### config.mk
export PLATFORM = sky130hd
export DESIGN_NAME = board_renderer_flat
export DESIGN_NICKNAME = d
export VERILOG_FILES = /design/src/rtl/board_renderer_if.sv /design/src/rtl/board_renderer.sv /design/src/flat_wrapper.sv
export SDC_FILE = /design/constraint.sdc
export NUM_CORES = 1
export LEC_CHECK = 0
export CAP_MARGIN = 15
export CORE_ASPECT_RATIO = 1.1
export CORE_UTILIZATION = 44
export DETAILED_ROUTE_END_ITERATION = 8
export HOLD_SLACK_MARGIN = 0.1
export PLACE_DENSITY_LB_ADDON = 0.25
export SLEW_MARGIN = 10
export SYNTH_ARGS = -nofsm -noshare
export SYNTH_HDL_FRONTEND = slang
export SYNTH_SLANG_ARGS = --single-unit
### constraint.sdc
create_clock -name clk -period 3.8 [get_ports clk]
set_input_delay 0.76 -clock clk [delete_from_list [all_inputs] [get_ports clk]]
set_output_delay 0.76 -clock clk [all_outputs]
set_load 0.01 [all_outputs]
### src/rtl/board_renderer_if.sv
// Pixel/game-state bundle between the VGA timing side and the board colouriser.
// Latency: none (wires only).
// Backpressure: none; the raster streams one pixel per clock.
interface board_renderer_if #(
    parameter int N_COLS = 7,
    parameter int N_ROWS = 6
);
    logic [9:0]                 pixel_x;
    logic [9:0]                 pixel_y;
    logic                       hsync_in;
    logic                       vsync_in;
    logic                       frame_start;
    logic [2*N_COLS*N_ROWS-1:0] panel;
    logic [N_COLS-1:0]          play;
    logic                       turn;
    logic                       game_over;
    logic [N_COLS*N_ROWS-1:0]   win_mask;
    logic [3:0]                 data_red;
    logic [3:0]                 data_green;
    logic [3:0]                 data_blue;
    logic                       hsync_out;
    logic                       vsync_out;

    // Source side: timing generator plus game logic, consuming the colour.
    modport master (
        output pixel_x, pixel_y, hsync_in, vsync_in, frame_start,
        output panel, play, turn, game_over, win_mask,
        input  data_red, data_green, data_blue, hsync_out, vsync_out
    );

    // Renderer side.
    modport slave (
        input  pixel_x, pixel_y, hsync_in, vsync_in, frame_start,
        input  panel, play, turn, game_over, win_mask,
        output data_red, data_green, data_blue, hsync_out, vsync_out
    );
endinterface

### src/rtl/board_renderer.sv
// Score-4 board colouriser: maps raster position + game state to 4-bit RGB.
// Latency: 2 cycles from pixel_x/pixel_y to RGB; syncs delayed to match.
// Backpressure: none; accepts one pixel every clock unconditionally.
module board_renderer #(
    parameter int H_ACTIVE     = 640,
    parameter int V_ACTIVE     = 480,
    parameter int N_COLS       = 7,
    parameter int N_ROWS       = 6,
    parameter int CELL         = 40,
    parameter int GAP          = 30,
    parameter int X_MARGIN     = 90,
    parameter int TOP_MARGIN   = 20,
    parameter int SEL_GAP      = 20,
    parameter int SEL_H        = 20,
    parameter int BLINK_FRAMES = 30
) (
    input  logic               clk,
    input  logic               rst_n,
    board_renderer_if.slave    vga
);
    localparam int PITCH = CELL + GAP;
    localparam int GY1   = TOP_MARGIN + N_ROWS*CELL + (N_ROWS-1)*GAP;
    localparam int SY0   = GY1 + SEL_GAP;
    localparam int SY1   = SY0 + SEL_H;
    localparam int CW    = (N_COLS > 1) ? $clog2(N_COLS) : 1;
    localparam int RW    = (N_ROWS > 1) ? $clog2(N_ROWS) : 1;
    localparam int FCW   = $clog2(BLINK_FRAMES) + 1;

    localparam logic [11:0] RGB_BLACK = 12'h000;
    localparam logic [11:0] RGB_RED   = 12'hF00;
    localparam logic [11:0] RGB_GREEN = 12'h0F0;
    localparam logic [11:0] RGB_BLUE  = 12'h00F;
    localparam logic [11:0] RGB_WHITE = 12'hFFF;

    // Raster position widened so every bound compares at 32 bits.
    logic [31:0] xw;
    logic [31:0] yw;
    assign xw = {22'd0, vga.pixel_x};
    assign yw = {22'd0, vga.pixel_y};

    // Stage-1 combinational decode.
    logic          col_hit_d;
    logic          row_hit_d;
    logic [CW-1:0] col_idx_d;
    logic [RW-1:0] row_idx_d;
    logic          off_d;
    logic          border_d;
    logic          bar_d;

    // Stage-1 registers.
    logic          s1_vld;
    logic          s1_off;
    logic          s1_border;
    logic          s1_bar;
    logic          s1_col_hit;
    logic          s1_row_hit;
    logic [CW-1:0] s1_col;
    logic [RW-1:0] s1_row;

    // Stage-2 lookup.
    logic [1:0]    cell_code;
    logic          cell_win;
    logic          col_sel;
    logic [11:0]   rgb_d;
    logic [11:0]   rgb_q;

    // Blink state.
    logic [FCW-1:0] frame_cnt;
    logic           blink_phase;

    // Sync delay line.
    logic [1:0] hs_sr;
    logic [1:0] vs_sr;

    // Column hit: unrolled compare against constant per-column windows.
    always_comb begin
        col_hit_d = 1'b0;
        col_idx_d = '0;
        for (int i = 0; i < N_COLS; i++) begin
            if (xw >= X_MARGIN + i*PITCH && xw < X_MARGIN + i*PITCH + CELL) begin
                col_hit_d = 1'b1;
                col_idx_d = CW'(i);
            end
        end
    end

    // Row hit: same scheme against constant per-row windows.
    always_comb begin
        row_hit_d = 1'b0;
        row_idx_d = '0;
        for (int j = 0; j < N_ROWS; j++) begin
            if (yw >= TOP_MARGIN + j*PITCH && yw < TOP_MARGIN + j*PITCH + CELL) begin
                row_hit_d = 1'b1;
                row_idx_d = RW'(j);
            end
        end
    end

    // Region flags: off-screen, blue border frame, selector bar strip.
    always_comb begin
        off_d    = (xw >= H_ACTIVE) || (yw >= V_ACTIVE);
        border_d = (xw < X_MARGIN) || (xw >= H_ACTIVE - X_MARGIN) ||
                   (yw < TOP_MARGIN) || (yw >= GY1 && yw < SY0) ||
                   (yw >= SY1);
        bar_d    = (yw >= SY0) && (yw < SY1);
    end

    // Stage 1: register decoded geometry; valid clears on reset.
    always_ff @(posedge clk) begin
        if (!rst_n) begin
            s1_vld     <= 1'b0;
            s1_off     <= 1'b0;
            s1_border  <= 1'b0;
            s1_bar     <= 1'b0;
            s1_col_hit <= 1'b0;
            s1_row_hit <= 1'b0;
            s1_col     <= '0;
            s1_row     <= '0;
        end else begin
            s1_vld     <= 1'b1;
            s1_off     <= off_d;
            s1_border  <= border_d;
            s1_bar     <= bar_d;
            s1_col_hit <= col_hit_d;
            s1_row_hit <= row_hit_d;
            s1_col     <= col_idx_d;
            s1_row     <= row_idx_d;
        end
    end

    // Stage-2 state lookup: mux the addressed cell, win bit and play bit.
    always_comb begin
        cell_code = 2'b00;
        cell_win  = 1'b0;
        col_sel   = 1'b0;
        for (int i = 0; i < N_COLS; i++) begin
            if (s1_col == CW'(i)) begin
                col_sel = vga.play[i];
            end
            for (int j = 0; j < N_ROWS; j++) begin
                if (s1_col == CW'(i) && s1_row == RW'(j)) begin
                    cell_code = vga.panel[2*(i*N_ROWS+j) +: 2];
                    cell_win  = vga.win_mask[i*N_ROWS+j];
                end
            end
        end
    end

    // Colour priority: off-screen, border, selector bar, cell, background.
    always_comb begin
        rgb_d = RGB_BLACK;
        if (!s1_vld || s1_off) begin
            rgb_d = RGB_BLACK;
        end else if (s1_border) begin
            rgb_d = RGB_BLUE;
        end else if (s1_bar) begin
            if (s1_col_hit && col_sel && !vga.game_over) begin
                rgb_d = vga.turn ? RGB_GREEN : RGB_RED;
            end
        end else if (s1_col_hit && s1_row_hit) begin
            if (vga.game_over && cell_win && blink_phase) begin
                rgb_d = RGB_WHITE;
            end else if (cell_code == 2'b01) begin
                rgb_d = RGB_RED;
            end else if (cell_code == 2'b10) begin
                rgb_d = RGB_GREEN;
            end
        end
    end

    // Stage 2: register the final colour.
    always_ff @(posedge clk) begin
        if (!rst_n) begin
            rgb_q <= RGB_BLACK;
        end else begin
            rgb_q <= rgb_d;
        end
    end

    // Blink timer: counts frames only while the win is displayed.
    always_ff @(posedge clk) begin
        if (!rst_n) begin
            frame_cnt   <= '0;
            blink_phase <= 1'b0;
        end else if (!vga.game_over) begin
            frame_cnt   <= '0;
            blink_phase <= 1'b0;
        end else if (vga.frame_start) begin
            if (frame_cnt == FCW'(BLINK_FRAMES-1)) begin
                frame_cnt   <= '0;
                blink_phase <= ~blink_phase;
            end else begin
                frame_cnt   <= frame_cnt + 1'b1;
            end
        end
    end

    // Syncs ride a 2-deep shift register to stay aligned with the RGB; idle high.
    always_ff @(posedge clk) begin
        if (!rst_n) begin
            hs_sr <= 2'b11;
            vs_sr <= 2'b11;
        end else begin
            hs_sr <= {hs_sr[0], vga.hsync_in};
            vs_sr <= {vs_sr[0], vga.vsync_in};
        end
    end

    assign vga.data_red   = rgb_q[11:8];
    assign vga.data_green = rgb_q[7:4];
    assign vga.data_blue  = rgb_q[3:0];
    assign vga.hsync_out  = hs_sr[1];
    assign vga.vsync_out  = vs_sr[1];
endmodule

### src/flat_wrapper.sv
// flat-port wrapper written by rule: the top's interface ports become plain ports
module board_renderer_flat 
#(
    parameter int H_ACTIVE     = 640,
    parameter int V_ACTIVE     = 480,
    parameter int N_COLS       = 7,
    parameter int N_ROWS       = 6,
    parameter int CELL         = 40,
    parameter int GAP          = 30,
    parameter int X_MARGIN     = 90,
    parameter int TOP_MARGIN   = 20,
    parameter int SEL_GAP      = 20,
    parameter int SEL_H        = 20,
    parameter int BLINK_FRAMES = 30
)
  (clk, rst_n, vga_pixel_x, vga_pixel_y, vga_hsync_in, vga_vsync_in, vga_frame_start, vga_panel, vga_play, vga_turn, vga_game_over, vga_win_mask, vga_data_red, vga_data_green, vga_data_blue, vga_hsync_out, vga_vsync_out);
  board_renderer_if #(.N_COLS(N_COLS), .N_ROWS(N_ROWS)) vga_i ();
  input  logic clk;
  input  logic rst_n;
  input wire logic [$bits(vga_i.pixel_x)-1:0] vga_pixel_x;
  input wire logic [$bits(vga_i.pixel_y)-1:0] vga_pixel_y;
  input wire logic [$bits(vga_i.hsync_in)-1:0] vga_hsync_in;
  input wire logic [$bits(vga_i.vsync_in)-1:0] vga_vsync_in;
  input wire logic [$bits(vga_i.frame_start)-1:0] vga_frame_start;
  input wire logic [$bits(vga_i.panel)-1:0] vga_panel;
  input wire logic [$bits(vga_i.play)-1:0] vga_play;
  input wire logic [$bits(vga_i.turn)-1:0] vga_turn;
  input wire logic [$bits(vga_i.game_over)-1:0] vga_game_over;
  input wire logic [$bits(vga_i.win_mask)-1:0] vga_win_mask;
  output wire logic [$bits(vga_i.data_red)-1:0] vga_data_red;
  output wire logic [$bits(vga_i.data_green)-1:0] vga_data_green;
  output wire logic [$bits(vga_i.data_blue)-1:0] vga_data_blue;
  output wire logic [$bits(vga_i.hsync_out)-1:0] vga_hsync_out;
  output wire logic [$bits(vga_i.vsync_out)-1:0] vga_vsync_out;
  assign vga_i.pixel_x = vga_pixel_x;
  assign vga_i.pixel_y = vga_pixel_y;
  assign vga_i.hsync_in = vga_hsync_in;
  assign vga_i.vsync_in = vga_vsync_in;
  assign vga_i.frame_start = vga_frame_start;
  assign vga_i.panel = vga_panel;
  assign vga_i.play = vga_play;
  assign vga_i.turn = vga_turn;
  assign vga_i.game_over = vga_game_over;
  assign vga_i.win_mask = vga_win_mask;
  assign vga_data_red = vga_i.data_red;
  assign vga_data_green = vga_i.data_green;
  assign vga_data_blue = vga_i.data_blue;
  assign vga_hsync_out = vga_i.hsync_out;
  assign vga_vsync_out = vga_i.vsync_out;
  board_renderer #(.H_ACTIVE(H_ACTIVE), .V_ACTIVE(V_ACTIVE), .N_COLS(N_COLS), .N_ROWS(N_ROWS), .CELL(CELL), .GAP(GAP), .X_MARGIN(X_MARGIN), .TOP_MARGIN(TOP_MARGIN), .SEL_GAP(SEL_GAP), .SEL_H(SEL_H), .BLINK_FRAMES(BLINK_FRAMES)) u_core (.clk(clk), .rst_n(rst_n), .vga(vga_i));
endmodule
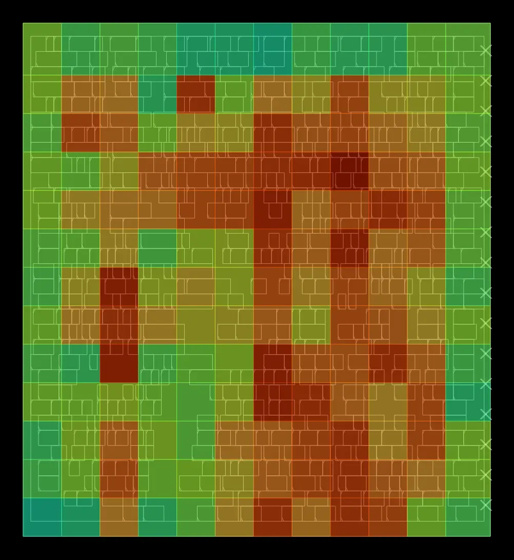
**Above:** run 1 (routing congestion).
GR met2 Demand/Resource: 0.5499
M3 GR Usage: 0.06031

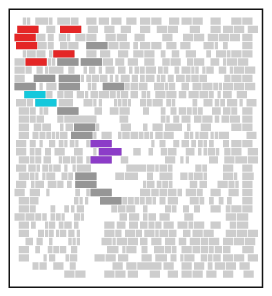
**Above:** run 1 (sequential cells grouped by signal name).
Scale: 3 px per um.
colour	netlist name	placed flops
cyan	u_core.hs_sr	2
red	u_core.frame_cnt	6
purple	u_core.s1_row	3
not coloured	15
flip-flop and latch share of the layout cell area: 0.1047
Flop+latch power: 294 uW

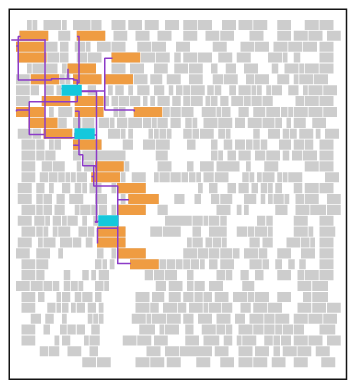
**Above:** run 1 (clock distribution).
Scale: 4 px per um.
[purple] clock wires | length: 257 um
[cyan] cells driving clock nets | count: 3
[orange] flip-flops | count: 26
routed clock nets	4

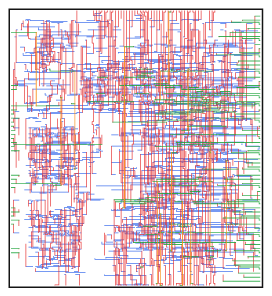
**Above:** run 1 (routed metal, one colour a layer).
Scale: 3 px per um.
colour	layer	wire length
green	met3	1,200 um
blue	met1	4,760 um
orange	met4	408 um
red	met2	5,880 um
WL final: 12,250 um
global-route total usage across every layer: 0.3124

==> run 1: placed cells by master (no fill, tap or decap), drive strengths merged, types with 10 or more instances in the layout <==
cell | netlist | layout
nand3 | 11 | 11
o21ai | 37 | 37
a211oi | 14 | 14
nor3b | 10 | 10
clkdlybuf4s50 | 0 | 172
mux2i | 20 | 20
nor3 | 10 | 10
dfxtp | 26 | 26
inv | 12 | 12
nand4 | 10 | 10
nand2b | 14 | 14
a31oi | 11 | 11
nor2 | 51 | 51
nand2 | 36 | 36
a21oi | 24 | 24
==> run 1: path summary, 6_finish.rpt <==
path / startpoint / endpoint / slack (ns) / cells past startpoint
worst min register to register: u_core.hs_sr[0] / u_core.hs_sr[1] / 0.42 / 1
worst max-delay path: u_core.s1_row[1] / u_core.rgb_q[7] / 0.71 / 8
worst max register to register: u_core.s1_row[1] / u_core.rgb_q[7] / 0.71 / 8
worst min-delay path: u_core.hs_sr[0] / u_core.hs_sr[1] / 0.42 / 1
==> run 1: per-layer routing <==
metal / routed length, um / up-vias / track usage
li1: - / 2026 / -
met1: 4755 / 1914 / 0.3723
met2: 5883 / 241 / 0.5499
met3: 1198 / 31 / 0.06031
met4: 408 / 0 / 0.1221
met5: 0 / - / 0
==> run 1: through the flow <==
step	instance area (um^2)	hold slack (ns)
6_report	4982	0.4172
5_1_grt	4982	0.4569
4_1_cts	4982	0.4191
3_5_place_dp	4911	0.3974
3_3_place_gp	4911	0.3922
2_1_floorplan	3249	0.3863
==> run 1: cell type report <==
cell class / count / area share
clock buffers: 3 / 0.008287
clock inverters: 1 / 0.006027
inverters: 14 / 0.01055
multi-input cells: 382 / 0.4900
flip-flops and latches: 26 / 0.1047
well taps: 85 / 0.02135
repair buffers: 181 / 0.3591
==> results.json, run 1 <==
{
  "timing.critical_path.buf_inv": 0,
  "firstDrtPassIters": 8,
  "initialDrtViolationCount": 323,
  "net-switching-power_uw": 230.7,
  "worst_max_slew_pin_slew_ns": 0.7972,
  "final_cycle_utilization_of_the_critical_path": 0.8120,
  "comb_power_share": 0.405,
  "synthMuxAreaShare": 0.09280,
  "powerClk_uw": 224,
  "synth_cell_types": 68,
  "dominant_power_group": "combinational cells",
  "combGateArea_um2": 2441,
  "gr_overflow_total": 0,
  "critPathArrivalTime_ns": 3.26,
  "pin_count": 174,
  "die_h_um": 92.13,
  "final-hold-violation-count": 0,
  "crit_path_cell_trace": "nor2b_1, and3_1, o311ai_0, a22o_1, a21oi_1, o41ai_2, o2111ai_1, a311oi_1",
  "ys_top_cells_by_count": "sky130_fd_sc_hd__nor2_1 (51), sky130_fd_sc_hd__o21ai_0 (37), sky130_fd_sc_hd__nand2_1 (36)",
  "dp.cells": 688,
  "clock_path_buffers": 2,
  "preCtsSetupSlack_ns": 0.6403,
  "drv.max_cap_violation_count": 0,
  "edf_count": 0,
  "drc_violations_left": 32,
  "grt_first_pass_wirelength_um": 19580,
  "cp-end-kind": "register",
  "tns_ns": 0,
  "synth-warning-count": 0,
  "h-tree-depth": 1,
  "layout.core_utilization": 0.7030,
  "slew_viol_final": 0,
  "path_class": "register to register",
  "path_delay_family": "AND-OR/OR-AND gates",
  "ys_sh_simple": 0.2980,
  "setup_ws_post_layout_ns": 0.7142,
  "via_per_inst": 6.087,
  "clock-skew-final_ns": 0.006753,
  "adder_cell_share_of_the_synthesized_area": 0.007701,
  "fp_nets": 630,
  "clock_sinks": 26,
  "cts_repair_resize_count": 0,
  "postSynth.topFlopCell": "sky130_fd_sc_hd__dfxtp_1",
  "cts_setup_buffers": 0,
  "clkLatencyLatePin_ns": 0.27,
  "critical_path_slowest_stage_cell": "sky130_fd_sc_hd__dfxtp_1",
  "p_comb_uw": 353,
  "synthToLayoutAreaGrowth_pct": 53.33,
  "syn_area_um2": 3249,
  "first_global_vias": 4014,
  "synth_stat.cells": 468,
  "timing.critical_path.required_ns": 3.98,
  "finish.net_count": 770,
  "synth_cells": 468,
  "num-fill-cells": 618,
  "placement.io_buffers": 172,
  "internal-power_uw": 639.9,
  "peakVddDrop_mv": 0.2557,
  "cts.clk_slew.worst_paths_ns": 0.09,
  "numCtsBuffers": 3,
  "die_area_um2": 7733,
  "grt_start_max_net_pins": 32,
  "clock_tree.root_cell": "sky130_fd_sc_hd__clkbuf_8",
  "ys_top_cells_by_area": "sky130_fd_sc_hd__dfxtp_1 (16%), sky130_fd_sc_hd__mux2i_1 (6.2%), sky130_fd_sc_hd__nor2_1 (5.9%)",
  "violated_checks": "design-rule violations",
  "post-layout-total-power_uw": 870.6,
  "p_per_area_nw_per_um2": 174.7,
  "horizontal_die_size_um": 83.94,
  "row_count": 32,
  "warnings": 28,
  "compound_area_frac": 0.3365,
  "fp-utilization": 0.4585,
  "avgSynthCellArea_um2": 6.943,
  "sw_frac_of_total": 0.2649,
  "power_share_of_the_clock_group": 0.257,
  "regMostFlops": "u_core.frame_cnt",
  "post_cts_hold_buffer_count": 0,
  "synthArstFlopShare": 0,
  "ys.flops": 26,
  "layout.area.seq_um2": 521.8,
  "status": "finished, violations left",
  "antenna_found_initial": 0,
  "wl_per_cell_um": 17.70,
  "final_cell_count_no_fill": 692,
  "critical_path.max_fanout": 22,
  "fraction_of_final_layout_cells_sized_beyond_drive_strength_1": 0.05272,
  "largest_area_cell": "sky130_fd_sc_hd__dfxtp_1",
  "timing.critical_path.from_type": "register",
  "tritoncts_clock_tree": "built",
  "timing.hold.worst.class": "register to register",
  "synth_xor_xnor_area_share": 0.01617,
  "design.core.area_um2": 7087,
  "detailroute.via_count": 4212,
  "delay_of_the_slowest_critical_path_stage_ns": 0.85,
  "max_clock_freq_mhz": 324.1,
  "max_area_cell_share": 0.1602,
  "yosys_stat_chip_area_um2": 3249,
  "rsz_0062_raised_after_global_routing": "false",
  "share_seq_of_total_power": 0.338,
  "final-setup-viol-count": 0,
  "seq_area_frac_synth": 0.1602,
  "final.min_clock_period_ns": 3.086,
  "most_numerous_cell_in_the_yosys_netlist": "sky130_fd_sc_hd__nor2_1",
  "power.static_leakage_nw": 1.730,
  "timing.max_slew.rel_slack": 0.4678,
  "drt.antenna.violating_nets": 0,
  "hpwl_um": 9632,
  "globalplace.congestion": 0.9559,
  "number_of_flip_flops_under_the_largest_register_name": 6,
  "post_synth_main_logic_family": "AND-OR/OR-AND gates",
  "diodes": 0
}
--- run 2 (diff from run 1) ---
- CORE_UTILIZATION: 44 -> 40
- clock period: 3.8 -> 3.2 ns (I/O delays scaled with it)
==> run 2 against run 1 <==
Clock-buffer cell count did not move. Via count fell by 1.4%. Non-clock buffer count rose by 4. Clock power rose by about 20%. Total power rose by 19%. Global-route usage fell by 3.4 points. Die area rose by 9.8%. Fmax rose by 5.5%. The flow now finishes without violations. Highest routed layer unchanged.
==> results.json, run 2 <==
{
  "status": "complete, no violations",
  "fraction_of_final_layout_cells_sized_beyond_drive_strength_1": 0.05892,
  "number_of_flip_flops_under_the_largest_register_name": 6,
  "drv.max_cap_violation_count": 0,
  "warnings": 28,
  "grt_first_pass_wirelength_um": 18400,
  "regMostFlops": "u_core.frame_cnt",
  "cts.clk_slew.worst_paths_ns": 0.09,
  "timing.critical_path.from_type": "register",
  "ys.flops": 26,
  "final_cycle_utilization_of_the_critical_path": 0.9136,
  "sw_frac_of_total": 0.2649,
  "critical_path_slowest_stage_cell": "sky130_fd_sc_hd__dfxtp_1",
  "final.min_clock_period_ns": 2.924,
  "initialDrtViolationCount": 220,
  "max_clock_freq_mhz": 342.1,
  "dominant_power_group": "combinational cells",
  "critical_path.max_fanout": 11,
  "layout.core_utilization": 0.6437,
  "synth_cell_types": 68,
  "placed_area_um2": 4995,
  "synth-warning-count": 0,
  "first_global_vias": 3806,
  "fp_nets": 630,
  "hpwl_um": 9752,
  "wl_per_cell_um": 17.16,
  "compound_area_frac": 0.3365,
  "timing.max_slew.rel_slack": 0.5950,
  "yosys_stat_chip_area_um2": 3249,
  "comb_power_share": 0.409,
  "post_synth_main_logic_family": "AND-OR/OR-AND gates",
  "firstDrtPassIters": 5,
  "synthArstFlopShare": 0,
  "ys_sh_simple": 0.2980,
  "postSynth.topFlopCell": "sky130_fd_sc_hd__dfxtp_1",
  "via_per_inst": 5.779,
  "setup.worst_path.end": "u_core.rgb_q[7]",
  "internal-power_uw": 763.6,
  "final-hold-violation-count": 0,
  "r2r_slack_ns": 0.28,
  "peakVddDrop_mv": 0.3066,
  "max_area_cell_share": 0.1602,
  "timing.critical_path.required_ns": 3.39,
  "synth_xor_xnor_area_share": 0.01617,
  "delay_of_the_slowest_critical_path_stage_ns": 0.61,
  "crit_path_cell_trace": "clkinv_1, and3_1, o311ai_0, a22o_1, a21oi_1, o41ai_2, o2111ai_1, a311oi_1",
  "design.core.area_um2": 7870,
  "ys_top_cells_by_area": "sky130_fd_sc_hd__dfxtp_1 (16%), sky130_fd_sc_hd__mux2i_1 (6.2%), sky130_fd_sc_hd__nor2_1 (5.9%)",
  "path_class": "register to register",
  "final_common_cell": "sky130_fd_sc_hd__clkdlybuf4s50_1",
  "detailroute.via_count": 4155,
  "synth_cells": 468,
  "share_seq_of_total_power": 0.334,
  "clock_tree.root_cell": "sky130_fd_sc_hd__clkbuf_8",
  "post_cts_hold_buffer_count": 0,
  "pwr.group.sequential_uw": 347,
  "design_area_um2": 5066,
  "largest_area_cell": "sky130_fd_sc_hd__dfxtp_1",
  "setup_ws_post_layout_ns": 0.2765,
  "timing.hold.worst.class": "register to register",
  "layout_top_cells_excl_fill_tap": "sky130_fd_sc_hd__clkdlybuf4s50_1 (172), sky130_fd_sc_hd__nor2_1 (51), sky130_fd_sc_hd__o21ai_0 (37)",
  "h-tree-depth": 1,
  "grt_start_max_net_pins": 36,
  "clock_sinks": 26
}
==> run 2: worst max-delay path: cells and delay by family (launching register included) <==
| kind | cells | cell delay (ns) |
|---|---|---|
| buffers and inverters | 1 | 0.43 |
| AOI/OAI and AO/OA | 6 | 1.54 |
| DFF | 1 | 0.61 |
| and+or+nand+nor | 1 | 0.27 |
==> run 2: stage by stage <==
step	cells	power, mW
after floorplan	468	0.5222
after global placement	715	0.7716
after detailed placement	715	0.7736
after CTS	719	1.039
after global routing	719	1.084
final	719	1.039
==> run 2: cells by family (layout without fill, tap and decap cells) <==
family          Yosys count  after routing
compound gates          161            161
simple gates            185            185
flops                    26             26
mux                      28             28
fa+ha+maj                 2              2
buf+inv                  60            203
xor+xnor                  6              6
==> run 2: final cells by class <==
class	count	area, um^2
Inverter	14	52.55
Clock inverter	1	30.03
Clock buffer	3	41.29
Fill cell	688	2804
Multi-Input combinational cell	382	2441
Tap cell	108	135.1
Sequential cell	26	521.8
Timing Repair Buffer	185	1844
==> run 2: worst min path at each step <==
stage	startpoint	slack [ns]	cells past startpoint	endpoint
after CTS	u_core.hs_sr[0]	0.45	1	u_core.hs_sr[1]
after floorplan	u_core.hs_sr[0]	0.39	1	u_core.hs_sr[1]
after global placement	u_core.vs_sr[0]	0.42	1	u_core.vs_sr[1]
final	u_core.hs_sr[0]	0.45	1	u_core.hs_sr[1]
after detailed placement	u_core.hs_sr[0]	0.43	1	u_core.hs_sr[1]
after global routing	u_core.hs_sr[0]	0.47	1	u_core.hs_sr[1]
==> run 2: layer usage <==
metal	vias to the layer above	track usage	routed length (um)
li1	2034	-	-
met1	1889	0.3387	5038
met2	207	0.4871	5819
met3	25	0.05013	1182
met4	0	0.09973	299
met5	-	0	0
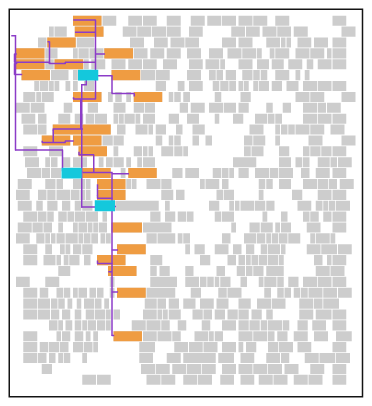
**Above:** run 2 (clock distribution).
Scale: 4 px per um.
[purple] clock wires | length: 285 um
[orange] flip-flops | count: 26
[cyan] cells driving clock nets | count: 3
routed clock nets	4
Clk Latency, worst-skew pair: 0.27 ns
power share of the clock group: 0.258
setup clock skew after layout: 0.007676 ns

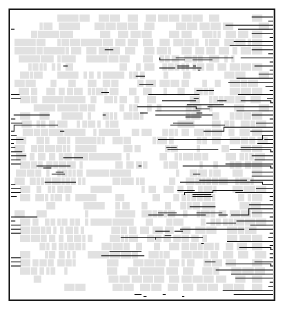
**Above:** run 2 (met3 routing).
Scale: 3 px per um.
share of all routed wire	9.6%
nets with wire on the layer	142

--- run 3 (diff from run 2) ---
- CORE_UTILIZATION: 40 -> 50
- DONT_BUFFER_PORTS: default -> 1
- RECOVER_POWER: default -> 50
==> run 3 against run 2 <==
Combinational power is 54% lower. Area after synthesis stayed put. Die area down 20%. Clock power fell by 25%.
==> results.json, run 3 <==
{
  "status": "complete, no violations",
  "avgSynthCellArea_um2": 6.943,
  "gr_overflow_total": 0,
  "synth-warning-count": 0,
  "worstReg2RegEnd": "u_core.rgb_q[7]",
  "grtUsageMet1": 0.3233,
  "met2RoutedLength_um": 4872,
  "hold_path.startpoint": "rst_n",
  "rsz_0062_raised_after_global_routing": "false",
  "top_layer_used": "met4",
  "h-tree-depth": 1,
  "comb_power_share": 0.263,
  "p_per_area_nw_per_um2": 226.2,
  "final.min_clock_period_ns": 2.719,
  "fp-utilization": 0.5215,
  "synthArstFlopShare": 0,
  "timing.hold.worst.class": "primary input to register",
  "pwr.group.sequential_uw": 348,
  "timing.critical_path.from_type": "register",
  "critical_path_slowest_stage_cell": "sky130_fd_sc_hd__o41ai_2",
  "largest_area_cell": "sky130_fd_sc_hd__dfxtp_1",
  "firstDrtPassIters": 5,
  "antenna_found_initial": 0,
  "worst_max_slew_pin_slew_ns": 0.6917,
  "slew_viol_final": 0,
  "routed-wl-met3_um": 789,
  "die_area_um2": 6826,
  "r2r_start": "u_core.s1_row[2]",
  "tritoncts_clock_tree": "built",
  "pin_count": 174,
  "critical_path.max_fanout": 10,
  "placement.io_buffers": 0,
  "fraction_of_final_layout_cells_sized_beyond_drive_strength_1": 0.08409,
  "post_cts_hold_buffer_count": 0,
  "path_delay_family": "AND-OR/OR-AND gates",
  "global_route.usage.met2": 0.4988,
  "clock_path_buffers": 2,
  "cts_setup_buffers": 0,
  "number_of_flip_flops_under_the_largest_register_name": 6,
  "die_h_um": 86.55,
  "sw_frac_of_total": 0.2796,
  "timing.critical_path.required_ns": 3.37,
  "cts.clk_slew.worst_paths_ns": 0.08,
  "peakVddDrop_mv": 0.2386,
  "max_area_cell_share": 0.1602,
  "cp-end-kind": "register",
  "grt_busiest_layer": "met2",
  "row_count": 30,
  "internal-power_uw": 535.8,
  "delay_of_the_slowest_critical_path_stage_ns": 0.47,
  "diodes": 0,
  "grt_first_pass_wirelength_um": 15590,
  "powerClk_uw": 200,
  "drv.max_cap_violation_count": 0,
  "final_cycle_utilization_of_the_critical_path": 0.8498,
  "clock-skew-final_ns": 0.004124,
  "path_class": "register to register",
  "clock_tree.root_cell": "sky130_fd_sc_hd__clkbuf_8",
  "first_global_vias": 3272,
  "final-hold-violation-count": 0,
  "most_numerous_cell_in_the_yosys_netlist": "sky130_fd_sc_hd__nor2_1",
  "critPathArrivalTime_ns": 2.89,
  "whs_path_depth": 0,
  "regMostFlops": "u_core.frame_cnt",
  "net-switching-power_uw": 207.9,
  "power.static_leakage_nw": 1.083,
  "r2r_depth": 9,
  "ys_top_cells_by_count": "sky130_fd_sc_hd__nor2_1 (51), sky130_fd_sc_hd__o21ai_0 (37), sky130_fd_sc_hd__nand2_1 (36)",
  "edf_count": 0,
  "finish.net_count": 603,
  "crit_path_cell_trace": "buf_4, clkinv_1, and3_1, o311ai_0, a22o_1, a21oi_1, o41ai_2, o2111ai_1, a311oi_1",
  "final-setup-viol-count": 0,
  "timing.critical_path.buf_inv": 2,
  "via_per_inst": 6.698,
  "initialDrtViolationCount": 211,
  "clock_sinks": 26,
  "synth_cell_types": 68,
  "seq_area_frac_synth": 0.1602,
  "fp_nets": 630,
  "horizontal_die_size_um": 78.87,
  "design.core.area_um2": 6231,
  "detail_route.wirelength.met1_um": 3962,
  "p_comb_uw": 196,
  "tns_ns": 0,
  "end_point_of_the_most_critical_hold_path": "u_core.s1_vld",
  "post-layout-total-power_uw": 743.7,
  "max_clock_freq_mhz": 367.7,
  "synth_stat.cells": 468,
  "clkLatencyLatePin_ns": 0.26,
  "timing.max_slew.rel_slack": 0.5326,
  "drc_violations_left": 0,
  "share_seq_of_total_power": 0.468,
  "postSynth.topFlopCell": "sky130_fd_sc_hd__dfxtp_1",
  "grt_start_max_net_pins": 42,
  "yosys_stat_chip_area_um2": 3249,
  "warnings": 28,
  "ys.flops": 26,
  "synth_cells": 468,
  "syn_area_um2": 3249,
  "synthToLayoutAreaGrowth_pct": 1.194
}
[run 3: worst max-delay path by stage]
| stage | depth (start not counted) | from | endpoint | slack (ns) |
|---|---|---|---|---|
| final | 9 | u_core.s1_row[2] | u_core.rgb_q[7] | 0.48 |
| after CTS | 9 | u_core.s1_row[2] | u_core.rgb_q[7] | 0.50 |
| after detailed placement | 9 | u_core.s1_row[2] | u_core.rgb_q[7] | 0.50 |
| after global routing | 9 | u_core.s1_row[0] | u_core.rgb_q[10] | 0.25 |
| after floorplan | 7 | vga_panel[78] | u_core.rgb_q[7] | 1.02 |
| after global placement | 7 | u_core.s1_row[0] | u_core.rgb_q[7] | 0.52 |
[run 3: final cells by class]
class,instances,area (um^2)
sequential,26,521.8
clock buffer,4,55.05
inverter,14,52.55
timing repair buffer,14,117.6
fill,643,2943
multi-input combinational,382,2441
tap,80,100.1
[run 3: per-stage QoR]
stage / cells / worst slack, ns / hold slack (ns) / utilization / area (um^2)
floorplan: 468 / 1.017 / 0.3863 / - / 3249
global placement: 516 / 0.5171 / 0.3972 / 0.5189 / 3233
detailed placement: 516 / 0.4962 / 0.3968 / 0.5189 / 3233
CTS: 520 / 0.4995 / 0.3938 / 0.5277 / 3288
global route: 520 / 0.2515 / 0.3862 / 0.5277 / 3288
finish: 520 / 0.4806 / 0.4005 / 0.5277 / 3288
[run 3: logic make-up (layout without fill, tap and decap cells)]
family                   after synthesis  after routing  synth area share
AND/OR/NAND/NOR                      185            185            0.2980
AND-OR/OR-AND                        161            161            0.3366
buffers and inverters                 60             32           0.08856
multiplexers                          28             28           0.09280
flip-flops                            26             26            0.1602
XOR/XNOR                               6              6           0.01617
adder cells (fa/ha/maj)                2              2          0.007700
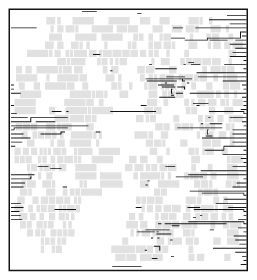
**Above:** run 3 (met3 routing).
Scale: 3 px per um.
main direction	horizontal
longest straight run	25.5 um
wire length on this layer	789 um
share of all routed wire	7.8%
nets with wire on the layer	126
M3 GR Usage: 0.06211
WL final: 10,130 um
DR vias: 3,483

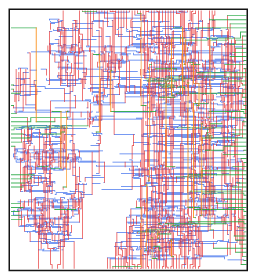
**Above:** run 3 (routed metal, one colour a layer).
Scale: 3 px per um.
Routed WL per cell: 19.48 um
global-route total usage across every layer: 0.2874

Power is estimated from default activity; no workload was simulated.
